**src/rtl/ctrl_pipe.sv**
```systemverilog
// ctrl_pipe: chain of DEPTH registered control-word stages (EX, MEM, WB by
// default) between instruction decode and the datapath.
//
// Ports
//   clock       rising-edge clock
//   reset       asynchronous, active-high reset
//   ctrl_in     decoded control word from ID
//   valid_in    ctrl_in carries a real instruction
//   hazard      insert a bubble into stage 0 (load-use)
//   hold        freeze every stage (global stall)
//   flush_mask  bit k squashes stage k on this edge
//   ctrl_out    stage k at bits [k*CTRL_W +: CTRL_W]
//   valid_out   bit k set when stage k holds a real instruction
//   bubble_cnt  saturating count of hazard bubbles (CTRL_PIPE_STATS_EN only)
//
// Build option: define CTRL_PIPE_STATS_EN to add the bubble_cnt port and its
// counter. Without it the port and the counter do not exist.
//
// Edge priority: reset > hold > flush_mask > hazard > normal load.

module ctrl_pipe #(
  parameter int                CTRL_W  = 9,
  parameter int                DEPTH   = 3,
  parameter logic [CTRL_W-1:0] NOP_VAL = '0
) (
  input  logic                      clock,
  input  logic                      reset,
  input  logic [CTRL_W-1:0]         ctrl_in,
  input  logic                      valid_in,
  input  logic                      hazard,
  input  logic                      hold,
  input  logic [DEPTH-1:0]          flush_mask,
  output logic [DEPTH*CTRL_W-1:0]   ctrl_out,
  output logic [DEPTH-1:0]          valid_out
`ifdef CTRL_PIPE_STATS_EN
  ,
  output logic [15:0]               bubble_cnt
`endif
);

  logic [CTRL_W-1:0] stage_q [DEPTH];
  logic [CTRL_W-1:0] stage_d [DEPTH];
  logic [DEPTH-1:0]  valid_q;
  logic [DEPTH-1:0]  valid_d;

  // Every stage that becomes invalid is loaded with NOP_VAL, and a copy of an
  // invalid stage is itself NOP_VAL, so an invalid stage never shows stale
  // control bits on ctrl_out.
  always_comb begin
    stage_d = stage_q;
    valid_d = valid_q;
    if (!hold) begin
      if (flush_mask[0] || hazard || !valid_in) begin
        stage_d[0] = NOP_VAL;
        valid_d[0] = 1'b0;
      end else begin
        stage_d[0] = ctrl_in;
        valid_d[0] = 1'b1;
      end
      // Each stage takes its predecessor's pre-edge value, so a flush of
      // stage k-1 on the same edge does not reach stage k.
      for (int k = 1; k < DEPTH; k++) begin
        if (flush_mask[k]) begin
          stage_d[k] = NOP_VAL;
          valid_d[k] = 1'b0;
        end else begin
          stage_d[k] = stage_q[k-1];
          valid_d[k] = valid_q[k-1];
        end
      end
    end
  end

  always_ff @(posedge clock or posedge reset) begin
    if (reset) begin
      for (int k = 0; k < DEPTH; k++) begin
        stage_q[k] <= NOP_VAL;
      end
      valid_q <= '0;
    end else begin
      stage_q <= stage_d;
      valid_q <= valid_d;
    end
  end

  always_comb begin
    ctrl_out = '0;
    for (int k = 0; k < DEPTH; k++) begin
      ctrl_out[k*CTRL_W +: CTRL_W] = stage_q[k];
    end
  end

  assign valid_out = valid_q;

`ifdef CTRL_PIPE_STATS_EN
  logic [15:0] bubble_cnt_q;
  logic [15:0] bubble_cnt_d;

  // A hazard only counts when it actually displaces a real instruction; a
  // simultaneous flush of stage 0 takes the credit instead.
  always_comb begin
    bubble_cnt_d = bubble_cnt_q;
    if (!hold && !flush_mask[0] && hazard && valid_in &&
        (bubble_cnt_q != 16'hFFFF)) begin
      bubble_cnt_d = bubble_cnt_q + 16'd1;
    end
  end

  always_ff @(posedge clock or posedge reset) begin
    if (reset) begin
      bubble_cnt_q <= '0;
    end else begin
      bubble_cnt_q <= bubble_cnt_d;
    end
  end

  assign bubble_cnt = bubble_cnt_q;
`endif

endmodule

```
**config.mk**
```make
export PLATFORM = sky130hd
export DESIGN_NAME = ctrl_pipe
export DESIGN_NICKNAME = d
export VERILOG_FILES = /design/src/rtl/ctrl_pipe.sv
export SDC_FILE = /design/constraint.sdc
export NUM_CORES = 1
export LEC_CHECK = 0
export CORE_MARGIN = 10
export CORE_UTILIZATION = 35
export DETAILED_ROUTE_END_ITERATION = 7
export PLACE_DENSITY_LB_ADDON = 0.08
export SYNTH_ARGS = -nofsm -noshare
export SYNTH_HDL_FRONTEND = slang
export SYNTH_SLANG_ARGS = --single-unit
```
**constraint.sdc**
```tcl
create_clock -name clock -period 1.95 [get_ports clock]
set_input_delay 0.2925 -clock clock [delete_from_list [all_inputs] [get_ports clock]]
set_output_delay 0.2925 -clock clock [all_outputs]
set_load 0.03 [all_outputs]
```
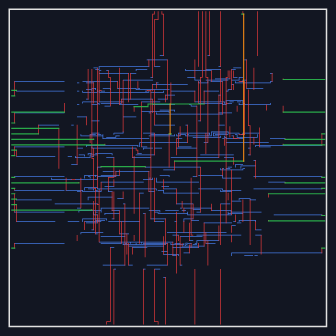
Figure 1: run 1, wiring by layer.
(4 px per µm)
legend:
  orange:
    layer: M4
    wire_length: 44.2 µm
  blue:
    layer: M1
    wire_length: 1260 µm
  green:
    layer: M3
    wire_length: 251 µm
  red:
    layer: M2
    wire_length: 1090 µm
per-cell routed wire length: 13.6 µm
Total Wirelength: 2650 µm
Via Count: 876
Tot GR Track Use: 8.78%

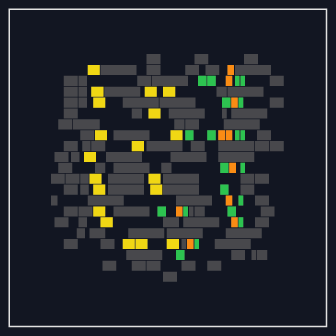
Figure 2: run 1, gate families picked out.
(4 px per µm)
legend:
  orange:
    family: aoi and oai cells
    cells: 10
  green:
    family: nand cells
    cells: 20
  yellow:
    family: non-inverting ao/oa cells
    cells: 19
fin cells: 194
most frequent logic cell in the layout: clkdlybuf4s50_1
logic share of the area: 23.9%

==> impl_metrics.env, run 1 <==
# yosys + openroad results
export IMPL_status="finished, final reports clean"
export IMPL_async_flop_share_pct=100
export IMPL_busiest_layer="met2"
export IMPL_dpl_cell_area_um2=1700
export IMPL_seq_power_share_pct=57.6
export IMPL_p_leak_nw=0.749
export IMPL_period_used_pct=86.6
export IMPL_whs_ns=0.337
export IMPL_final_clk_cell_share_pct=2.58
export IMPL_io_pins=47
export IMPL_cts_tree="yes"
export IMPL_synth_cell_type_count=16
export IMPL_viasPerCell=4.52
export IMPL_ys_warn_count=0
export IMPL_worstSetupPathType="reg2out"
export IMPL_switching_power_w=0.000278
export IMPL_final_layout_top_logic_cells="clkdlybuf4s50_1, dfrtp_1, a22o_1"
export IMPL_logic_area_um2=418
export IMPL_cp_num_buf_inv=1
export IMPL_core_area_um2=3340
export IMPL_p_comb_share_pct=14.9
export IMPL_fp_nets=116
export IMPL_wl_met1_um=1260
export IMPL_fin_tns_setup_ns=0
export IMPL_max_cap_viol_count=0
export IMPL_ys_ff=30
export IMPL_path_delay_family="buffers and inverters"
export IMPL_highest_layer="met4"
export IMPL_setup_viol=0
export IMPL_rr_startpoint="valid_out[0]"
export IMPL_routed_wl_met3_um=250
export IMPL_finalCriticalPeriod_ns=1.69
export IMPL_dp_slack_ns=0.503
export IMPL_initCoreUtil_pct=36.4
export IMPL_n_tap_cell=46
export IMPL_logic_gates=62
export IMPL_postCtsHoldBufs=0
export IMPL_synthTopLogicFamily="AND-OR/OR-AND gates"
export IMPL_slew_headroom_pct=55.5
export IMPL_grtUsageMet1_pct=9.60
export IMPL_place_congestion=0.679
export IMPL_cts_buffers=5
export IMPL_cp_start_kind="register"
export IMPL_cts_resized=0
export IMPL_power_frac_clock_pct=27.6
export IMPL_worst_ep_required_time_ns=1.66
export IMPL_nets=165
export IMPL_grt_ovfl_total=0
export IMPL_grt_pass1_vias=884
export IMPL_synthAoiAreaFrac_pct=17.8
export IMPL_drive_gt1_share_pct=7.43
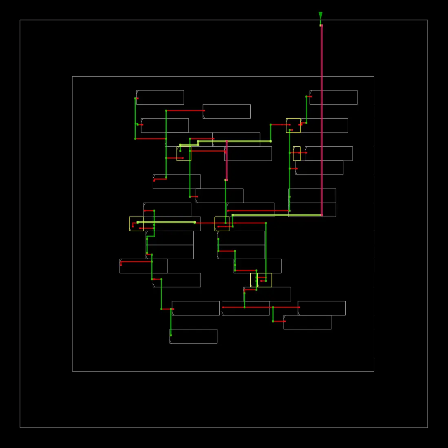
Figure 3: run 1, the clock network.
FF+latch count: 30
Clock Buffer Count: 7
Clk power: 0.000312 W
clk_lat worst skew: 0.31 ns
clk_skew: 0.00724 ns

==> run 1 -> run 2 <==
--- a/config.mk
+++ b/config.mk
@@ -5,7 +5,6 @@
 export SDC_FILE = /design/constraint.sdc
 export NUM_CORES = 1
 export LEC_CHECK = 0
-export CORE_MARGIN = 10
 export CORE_UTILIZATION = 35
 export DETAILED_ROUTE_END_ITERATION = 7
 export PLACE_DENSITY_LB_ADDON = 0.08
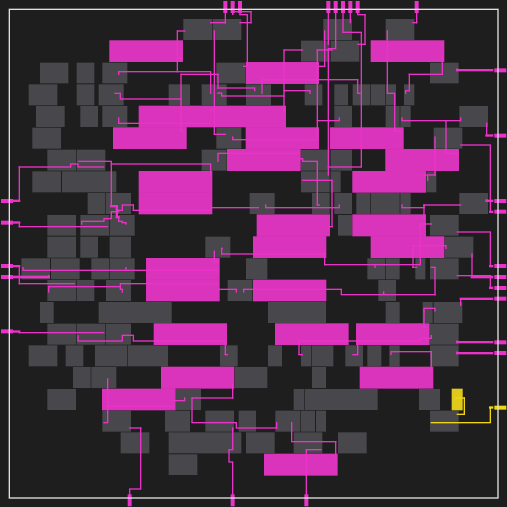
Figure 4: run 2, port wiring.
(8 px per µm)
legend:
  magenta:
    port: ctrl_out
    direction: output
    end_cells: 27
    buffers: 27
    wire: 731 µm
  yellow:
    port: reset
    direction: input
    end_cells: 1
    buffers: 1
    wire: 13.5 µm
I/O pin count: 47
PortBufs: 46

==> run 2 against run 1 <==
Flip-flop count unchanged. First-iteration DRC count increased by 27%. Worst hold slack worse by 0.0019 ns. Non-clock buffer count is the same. Highest routed layer unchanged. Largest power group unchanged.
==> impl_metrics.env, run 2 <==
# yosys + openroad results
export IMPL_status="finished, final reports clean"
export IMPL_ys_ff=30
export IMPL_fp_nets=116
export IMPL_drive_gt1_share_pct=8.72
export IMPL_final_layout_top_logic_cells="clkdlybuf4s50_1, dfrtp_1, a22o_1"
export IMPL_cts_buffers=5
export IMPL_dp_slack_ns=0.514
export IMPL_seq_power_share_pct=54.7
export IMPL_viasPerCell=4.58
export IMPL_cp_start_kind="register"
export IMPL_ys_warn_count=0
export IMPL_period_used_pct=86.7
export IMPL_setup_viol=0
export IMPL_n_tap_cell=46
export IMPL_async_flop_share_pct=100
export IMPL_sh_comb_area_pct=23.6
export IMPL_highest_layer="met4"
export IMPL_fin_cells=195
export IMPL_grt_pass1_vias=782
export IMPL_nets=165
export IMPL_switching_power_w=0.000296
export IMPL_place_congestion=0.644
export IMPL_postCtsHoldBufs=0
export IMPL_final_clk_cell_share_pct=3.39
export IMPL_grtUsageMet1_pct=17.4
export IMPL_busiest_layer="met2"
export IMPL_dpl_cell_area_um2=1710
export IMPL_logic_gates=62
export IMPL_worstSetupPathType="reg2out"
export IMPL_grt_usage_pct=14.2
export IMPL_initCoreUtil_pct=36.4
export IMPL_rr_startpoint="valid_out[0]"
export IMPL_flops=30
export IMPL_core_area_um2=3340
export IMPL_layout_cells_most_common="clkdlybuf4s50_1"
export IMPL_path_delay_family="buffers and inverters"
export IMPL_worst_ep_required_time_ns=1.66
export IMPL_synth_cell_type_count=16
export IMPL_whs_ns=0.335
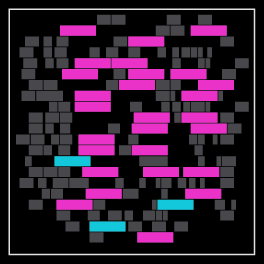
Figure 5: run 2, sequential cells grouped by signal name.
(4 px per µm)
legend:
  cyan:
    netlist_name: valid_out
    flops: 3
  magenta:
    netlist_name: ctrl_out
    flops: 27

==> run 2 -> run 3 <==
--- a/config.mk
+++ b/config.mk
@@ -8,6 +8,7 @@
 export CORE_UTILIZATION = 35
 export DETAILED_ROUTE_END_ITERATION = 7
 export PLACE_DENSITY_LB_ADDON = 0.08
+export REMOVE_ABC_BUFFERS = 1
 export SYNTH_ARGS = -nofsm -noshare
 export SYNTH_HDL_FRONTEND = slang
 export SYNTH_SLANG_ARGS = --single-unit
==> run 3 against run 2 <==
Cell area decreased by 1.1%. Routed wire length decreased by 2.6%. Final cell count unchanged. Global-route usage decreased by 0.77 points. Non-clock buffer count grew 1. Core utilization down 0.60 points. Die size stayed put. Power is 4.8% lower. Clock skew grew 0.0022 ns. Worst hold slack improved by 0.0085 ns. Maximum frequency increased by 0.78%. Clock-buffer cell count unchanged. Critical path type unchanged. Critical endpoint unchanged. Largest cell class unchanged. Largest power group unchanged.
==> impl_metrics.env, run 3 <==
# yosys + openroad results
export IMPL_whs_ns=0.344
export IMPL_cp_num_buf_inv=1
export IMPL_synthTopLogicFamily="AND-OR/OR-AND gates"
export IMPL_ys_ff=30
export IMPL_worstSetupPathType="reg2out"
export IMPL_grt_pass1_vias=798
export IMPL_p_leak_nw=0.754
export IMPL_sh_comb_area_pct=23.8
export IMPL_setup_viol=0
export IMPL_status="finished, final reports clean"
export IMPL_final_clk_cell_share_pct=2.57
export IMPL_worst_ep_required_time_ns=1.66
export IMPL_clock_latency_late_pin_ns=0.31
export IMPL_max_cap_viol_count=0
export IMPL_sh_seq_area_pct=42.8
export IMPL_grtUsageMet1_pct=17.7
export IMPL_p_comb_share_pct=14.9
export IMPL_grt_usage_pct=13.4
export IMPL_wire_per_inst_um=11.3
export IMPL_drive_gt1_share_pct=8.05
export IMPL_nets=166
export IMPL_busiest_layer="met2"
export IMPL_cts_tree="yes"
export IMPL_period_used_pct=86.0
export IMPL_dpl_cell_area_um2=1710
export IMPL_async_flop_share_pct=100
export IMPL_synth_cell_type_count=16
export IMPL_synthAoiAreaFrac_pct=17.8
export IMPL_fin_tns_setup_ns=0
export IMPL_n_clock_buffer=7
export IMPL_power_frac_clock_pct=27.7
export IMPL_switching_power_w=0.000279
export IMPL_rr_startpoint="valid_out[0]"
export IMPL_path_delay_family="buffers and inverters"
export IMPL_highest_layer="met3"
export IMPL_fp_row_count=21
export IMPL_seq_power_share_pct=57.4
export IMPL_place_congestion=0.642
export IMPL_n_tap_cell=46
export IMPL_vias=871
export IMPL_layout_cells_most_common="clkdlybuf4s50_1"
export IMPL_viasPerCell=4.47
export IMPL_slew_headroom_pct=71.0
export IMPL_core_area_um2=3340
export IMPL_routed_wl_met3_um=145
export IMPL_cts_resized=0
export IMPL_cp_start_kind="register"
export IMPL_dp_slack_ns=0.511
export IMPL_port_buffers=46
export IMPL_finalCriticalPeriod_ns=1.68
export IMPL_logic_area_um2=418
export IMPL_io_pins=47
export IMPL_fin_cells=195
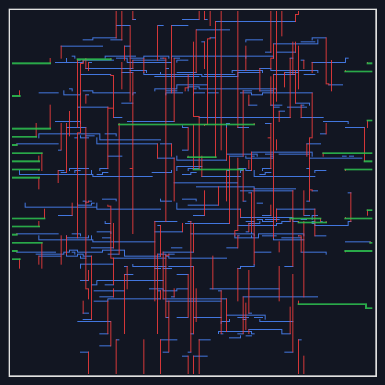
Figure 6: run 3, wiring by layer.
(6 px per µm)
legend:
  green:
    layer: M3
    wire_length: 146 µm
  red:
    layer: M2
    wire_length: 1010 µm
  blue:
    layer: M1
    wire_length: 1040 µm

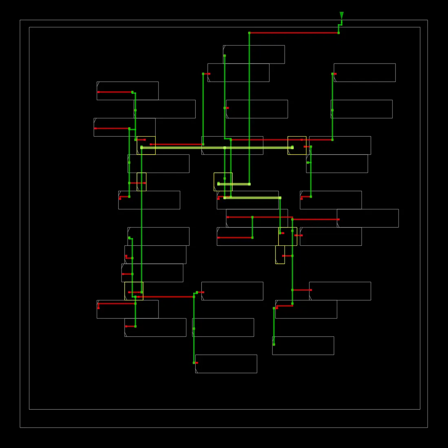
Figure 7: run 3, the clock network.
clk_skew: 0.00434 ns
total CTS buffers: 5
Sink Count: 30
Clk power: 0.000314 W

Power and IR drop assume default switching activity.
